`src/rtl/alu_cmd_sequencer.sv`:
```
// alu_cmd_sequencer
//   Command stage in front of the registered alu_8bit. Operation requests
//   {SEL, A, B} are queued in a DEPTH-entry FIFO, issued one at a time to the
//   ALU, and the ALU result is captured after ALU_LAT edges. The result is
//   presented on a valid/ready port and held until the consumer accepts it.
//
//   Optional feature (macro SEQ_DIV0_BYPASS_EN): divide/modulo (opcode 3/4)
//   with B == 0 skips the ALU and returns 16'hDEAD with RES_ERR = 1 after a
//   single edge. Without the macro there is no RES_ERR port.
//
// Ports
//   CLK, RST                 clock, asynchronous active-high reset
//   CMD_VALID/CMD_READY      command handshake (READY = FIFO not full)
//   CMD_SEL, CMD_A, CMD_B    command opcode and operands
//   ALU_A, ALU_B, ALU_SEL    registered operands/opcode to the ALU
//   ALU_OUT, CAR_OUT         ALU result and carry
//   RES_VALID/RES_READY      result handshake
//   RES_DATA, RES_CARRY      captured result and carry
//   RES_SEL                  opcode that produced the result
//   RES_ERR                  bypassed divide-by-zero (macro builds only)
//   BUSY                     FSM not idle or FIFO non-empty
module alu_cmd_sequencer #(
  parameter int DEPTH   = 4,
  parameter int ALU_LAT = 1
) (
  input  logic        CLK,
  input  logic        RST,
  input  logic        CMD_VALID,
  output logic        CMD_READY,
  input  logic [3:0]  CMD_SEL,
  input  logic [7:0]  CMD_A,
  input  logic [7:0]  CMD_B,
  output logic [7:0]  ALU_A,
  output logic [7:0]  ALU_B,
  output logic [3:0]  ALU_SEL,
  input  logic [15:0] ALU_OUT,
  input  logic        CAR_OUT,
  output logic        RES_VALID,
  input  logic        RES_READY,
  output logic [15:0] RES_DATA,
  output logic        RES_CARRY,
  output logic [3:0]  RES_SEL,
`ifdef SEQ_DIV0_BYPASS_EN
  output logic        RES_ERR,
`endif
  output logic        BUSY
);

  localparam int AW = $clog2(DEPTH);
  localparam int PW = AW + 1;
  localparam int CW = $clog2(ALU_LAT + 1);

  typedef struct packed {
    logic [3:0] sel;
    logic [7:0] a;
    logic [7:0] b;
  } cmd_t;

  typedef enum logic [1:0] {S_IDLE, S_WAIT, S_HOLD} state_t;

  // FIFO
  cmd_t          mem_q [DEPTH];
  cmd_t          mem_d [DEPTH];
  logic [PW-1:0] wr_ptr_q, wr_ptr_d;
  logic [PW-1:0] rd_ptr_q, rd_ptr_d;

  // sequencer
  state_t        state_q, state_d;
  logic [CW-1:0] cnt_q, cnt_d;
  logic [7:0]    alu_a_q, alu_a_d;
  logic [7:0]    alu_b_q, alu_b_d;
  logic [3:0]    alu_sel_q, alu_sel_d;
  logic          res_valid_q, res_valid_d;
  logic [15:0]   res_data_q, res_data_d;
  logic          res_carry_q, res_carry_d;
  logic [3:0]    res_sel_q, res_sel_d;
`ifdef SEQ_DIV0_BYPASS_EN
  logic          err_pend_q, err_pend_d;
  logic          res_err_q, res_err_d;
  logic          div0;
`endif

  logic empty, full, push, issue;
  cmd_t head;

  // Extra pointer MSB distinguishes full from empty when the indices match.
  assign empty = (wr_ptr_q == rd_ptr_q);
  assign full  = (wr_ptr_q[AW] != rd_ptr_q[AW]) &&
                 (wr_ptr_q[AW-1:0] == rd_ptr_q[AW-1:0]);
  assign head  = mem_q[rd_ptr_q[AW-1:0]];

  // READY depends only on occupancy, so a pop in the same cycle never
  // opens a slot for a push into a full FIFO.
  assign CMD_READY = !full && !RST;
  assign push      = CMD_VALID && CMD_READY;

  // Issue uses the registered empty flag: a command pushed on this edge
  // into an empty FIFO can only issue on the next edge.
  assign issue = !empty &&
                 ((state_q == S_IDLE) || ((state_q == S_HOLD) && RES_READY));

`ifdef SEQ_DIV0_BYPASS_EN
  assign div0 = ((head.sel == 4'd3) || (head.sel == 4'd4)) && (head.b == 8'd0);
`endif

  always_comb begin
    mem_d       = mem_q;
    wr_ptr_d    = wr_ptr_q;
    rd_ptr_d    = rd_ptr_q;
    state_d     = state_q;
    cnt_d       = cnt_q;
    alu_a_d     = alu_a_q;
    alu_b_d     = alu_b_q;
    alu_sel_d   = alu_sel_q;
    res_valid_d = res_valid_q;
    res_data_d  = res_data_q;
    res_carry_d = res_carry_q;
    res_sel_d   = res_sel_q;
`ifdef SEQ_DIV0_BYPASS_EN
    err_pend_d  = err_pend_q;
    res_err_d   = res_err_q;
`endif

    if (push) begin
      mem_d[wr_ptr_q[AW-1:0]] = '{sel: CMD_SEL, a: CMD_A, b: CMD_B};
      wr_ptr_d = wr_ptr_q + 1'b1;
    end

    case (state_q)
      S_IDLE: begin
        if (issue) state_d = S_WAIT;
      end
      S_WAIT: begin
        if (cnt_q != '0) begin
          cnt_d = cnt_q - 1'b1;
        end else begin
`ifdef SEQ_DIV0_BYPASS_EN
          if (err_pend_q) begin
            res_data_d  = 16'hDEAD;
            res_carry_d = 1'b0;
            res_err_d   = 1'b1;
          end else begin
            res_data_d  = ALU_OUT;
            res_carry_d = CAR_OUT;
            res_err_d   = 1'b0;
          end
`else
          res_data_d  = ALU_OUT;
          res_carry_d = CAR_OUT;
`endif
          res_valid_d = 1'b1;
          state_d     = S_HOLD;
        end
      end
      S_HOLD: begin
        if (RES_READY) begin
          res_valid_d = 1'b0;
`ifdef SEQ_DIV0_BYPASS_EN
          res_err_d   = 1'b0;
`endif
          state_d     = issue ? S_WAIT : S_IDLE;
        end
      end
      default: state_d = S_IDLE;
    endcase

    // Issue is shared by IDLE and the HOLD handshake edge.
    if (issue) begin
      rd_ptr_d  = rd_ptr_q + 1'b1;
      res_sel_d = head.sel;
`ifdef SEQ_DIV0_BYPASS_EN
      if (div0) begin
        // ALU untouched; WAIT sees cnt == 0 and captures on the next edge.
        err_pend_d = 1'b1;
        cnt_d      = '0;
      end else begin
        err_pend_d = 1'b0;
        alu_a_d    = head.a;
        alu_b_d    = head.b;
        alu_sel_d  = head.sel;
        cnt_d      = CW'(ALU_LAT);
      end
`else
      alu_a_d   = head.a;
      alu_b_d   = head.b;
      alu_sel_d = head.sel;
      cnt_d     = CW'(ALU_LAT);
`endif
    end
  end

  always_ff @(posedge CLK or posedge RST) begin
    if (RST) begin
      for (int i = 0; i < DEPTH; i++) mem_q[i] <= '0;
      wr_ptr_q    <= '0;
      rd_ptr_q    <= '0;
      state_q     <= S_IDLE;
      cnt_q       <= '0;
      alu_a_q     <= '0;
      alu_b_q     <= '0;
      alu_sel_q   <= '0;
      res_valid_q <= 1'b0;
      res_data_q  <= '0;
      res_carry_q <= 1'b0;
      res_sel_q   <= '0;
`ifdef SEQ_DIV0_BYPASS_EN
      err_pend_q  <= 1'b0;
      res_err_q   <= 1'b0;
`endif
    end else begin
      mem_q       <= mem_d;
      wr_ptr_q    <= wr_ptr_d;
      rd_ptr_q    <= rd_ptr_d;
      state_q     <= state_d;
      cnt_q       <= cnt_d;
      alu_a_q     <= alu_a_d;
      alu_b_q     <= alu_b_d;
      alu_sel_q   <= alu_sel_d;
      res_valid_q <= res_valid_d;
      res_data_q  <= res_data_d;
      res_carry_q <= res_carry_d;
      res_sel_q   <= res_sel_d;
`ifdef SEQ_DIV0_BYPASS_EN
      err_pend_q  <= err_pend_d;
      res_err_q   <= res_err_d;
`endif
    end
  end

  assign ALU_A     = alu_a_q;
  assign ALU_B     = alu_b_q;
  assign ALU_SEL   = alu_sel_q;
  assign RES_VALID = res_valid_q;
  assign RES_DATA  = res_data_q;
  assign RES_CARRY = res_carry_q;
  assign RES_SEL   = res_sel_q;
`ifdef SEQ_DIV0_BYPASS_EN
  assign RES_ERR   = res_err_q;
`endif
  assign BUSY      = (state_q != S_IDLE) || !empty;

endmodule

```
`config.mk`:
```
export PLATFORM = sky130hd
export DESIGN_NAME = alu_cmd_sequencer
export DESIGN_NICKNAME = d
export VERILOG_FILES = /design/src/rtl/alu_cmd_sequencer.sv
export SDC_FILE = /design/constraint.sdc
export NUM_CORES = 1
export LEC_CHECK = 0
export CORE_ASPECT_RATIO = 1.75
export CORE_MARGIN = 2
export CORE_UTILIZATION = 50
export DETAILED_ROUTE_END_ITERATION = 16
export PLACE_DENSITY = 0.75
export SYNTH_ARGS = -nofsm -noshare
export SYNTH_HDL_FRONTEND = slang
export SYNTH_SLANG_ARGS = --single-unit
```
`constraint.sdc`:
```
create_clock -name CLK -period 5.5 [get_ports CLK]
set_input_delay 1.1 -clock CLK [delete_from_list [all_inputs] [get_ports CLK]]
set_output_delay 1.1 -clock CLK [all_outputs]
set_load 0.005 [all_outputs]
```
==> deck_impl_summary.md <==
Synthesis and Place & Route Summary

Outcome
  – Outcome: finished, final reports clean

Clock network
  – CTS tree: done
  – Clock sinks: 127
  – Htree depth: 4
  – Post-CTS setup buffer count: 0
  – Worst-skew pair later-pin latency: 400 ps
  – Clock slew at reported path FFs: 50 ps

Critical path
  – Endpoint class of the critical path: output pin
  – Reg2reg end: mem_q[51]$_DFFE_PP0P_
  – Type of origin of the critical path: input pin
  – Worst r2r src: wr_ptr_q[1]$_DFFE_PP0P_

Placed design
  – Detailed-placement wirelength estimate: 6670 um

STA
  – Slew HR: 28.0%
  – Setup TNS: 0 ps
  – Peak Freq: 267 MHz
  – Final Hold Viols: 0

Finish
  – Share of cells above drive strength 1: 38.8%
  – Post-layout nets: 463
  – Layout area overhead: 27.4%

Global routing
  – Largest net degree at the start of global routing: 90

Detailed routing
  – Initial DRC Count: 113
  – First drt pass iteration count: 4

Power
  – Pleak: 3.00 nW

Synth
  – Cell area after synthesis: 0.00547 mm^2
  – Syn. warnings: 0
  – Flops out of synthesis: 127

Floorplan
  – Number of core rows: 50
  – Die Ht: 142 um

Worst hold path
  – Min-delay src: mem_q[30]$_DFFE_PP0P_
metrics by stage:
step	worst slack (ps)	cell area [um^2]	hold WS, ps	power, mW	std cells
final	1750	6970	494	4.48	560
after global routing	1600	6970	510	4.74	560
after CTS	1690	6970	495	4.54	560
after detailed placement	1700	6370	478	3.40	528
after global placement	1730	6370	478	3.31	528
after floorplan	289	5470	465	2.82	324
worst max-delay path by stage:
stage | start | to
2_1_floorplan | RST | CMD_READY
3_3_place_gp | RST | CMD_READY
3_5_place_dp | RST | CMD_READY
4_1_cts | RST | CMD_READY
5_1_grt | RST | CMD_READY
6_report | RST | CMD_READY
logic make-up after synthesis:
group	Yosys count	share of synthesized area, %
adder cells (fa/ha/maj)	5	1.14
XOR/XNOR	7	1.12
flip-flops	127	58.1
AND/OR/NAND/NOR	18	1.72
AND-OR/OR-AND	4	0.847
buffers and inverters	23	3.34
multiplexers	140	33.7
layout make-up:
| class | count | area, um^2 |
|---|---|---|
| sequential | 127 | 3180 |
| inverter | 4 | 17.5 |
| tap | 130 | 163 |
| clock buffer | 26 | 489 |
| multi-input combinational | 174 | 2110 |
| timing repair buffer | 93 | 908 |
| clock inverter | 6 | 105 |
| fill | 765 | 3730 |
cell usage in the layout, fill, tap and decap left out, types with 5 or more instances in the layout:
cell type	n
dfrtp_1	127
mux2_2	119
clkdlybuf4s50_1	84
clkbuf_16	17
mux4_1	10
buf_4	9
mux4_2	8
xnor2_1	6
clkbuf_1	6
nor2_1	5
ha_1	5
layer usage:
layer	routed length (um)	vias to the layer above	global-route usage, %
li1	-	1373	-
met3	322	16	5.28
met1	4170	1597	20.6
met4	182	0	8.20
met2	5800	74	34.0
met5	0	-	0
where the power goes:
group	total, mW	internal, mW	leakage [nW]	switching, mW
Combinational	1.69	1.10	1.19	0.590
Sequential	1.68	1.42	1.52	0.257
Clock	1.11	0.747	0.292	0.366
registers in the layout, summed over array words and instances, names as in the netlist:
signal     count
mem_q         80
state_q        2
cnt_q          1
RES_DATA      16
RES_CARRY      1
RES_VALID      1
rd_ptr_q       3
ALU_A          8
wr_ptr_q       3
RES_SEL        4
ALU_B          8
worst max-delay path, cell delays in order:
cell             delay [ps]
clkdlybuf4s50_1         460
inv_4                   390
and2_1                  200
clkdlybuf4s50_1         500
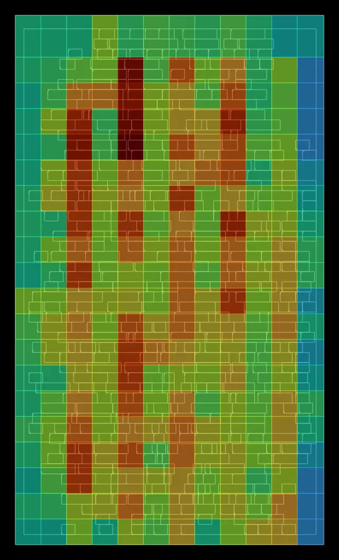
(images/final_congestion.png)
Total GRT Usage: 18.8%
grt met2 use: 34.0%
Core Util, Final: 65.1%
met1 usage: 20.6%

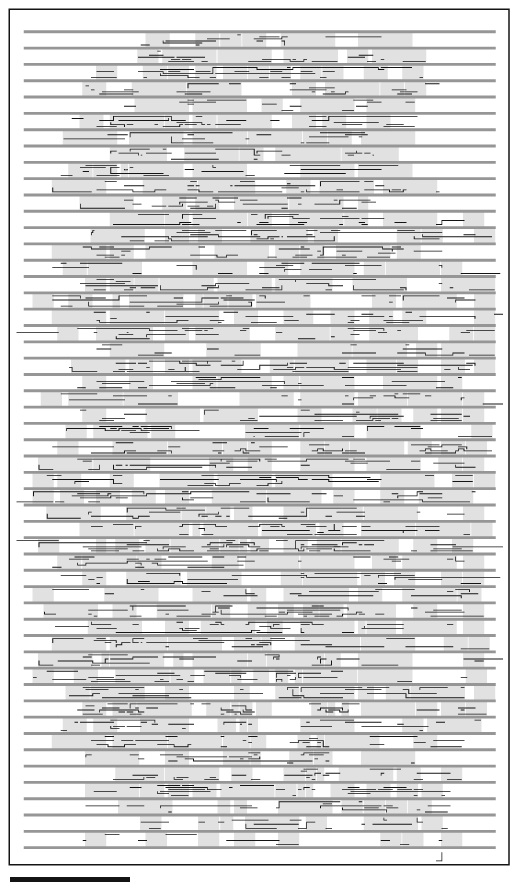
(images/met1.png)
Scale bar: 20 um. Supply wires on this layer in gray. Cells faint in the background.
nets with wire on the layer	398
wire length on this layer	4,170 um
longest straight run	30.4 um
share of all routed wire	40%
via count: 3,060
Routed WL: 10,500 um

No activity file was given, so power comes from the tool's default toggle rates.
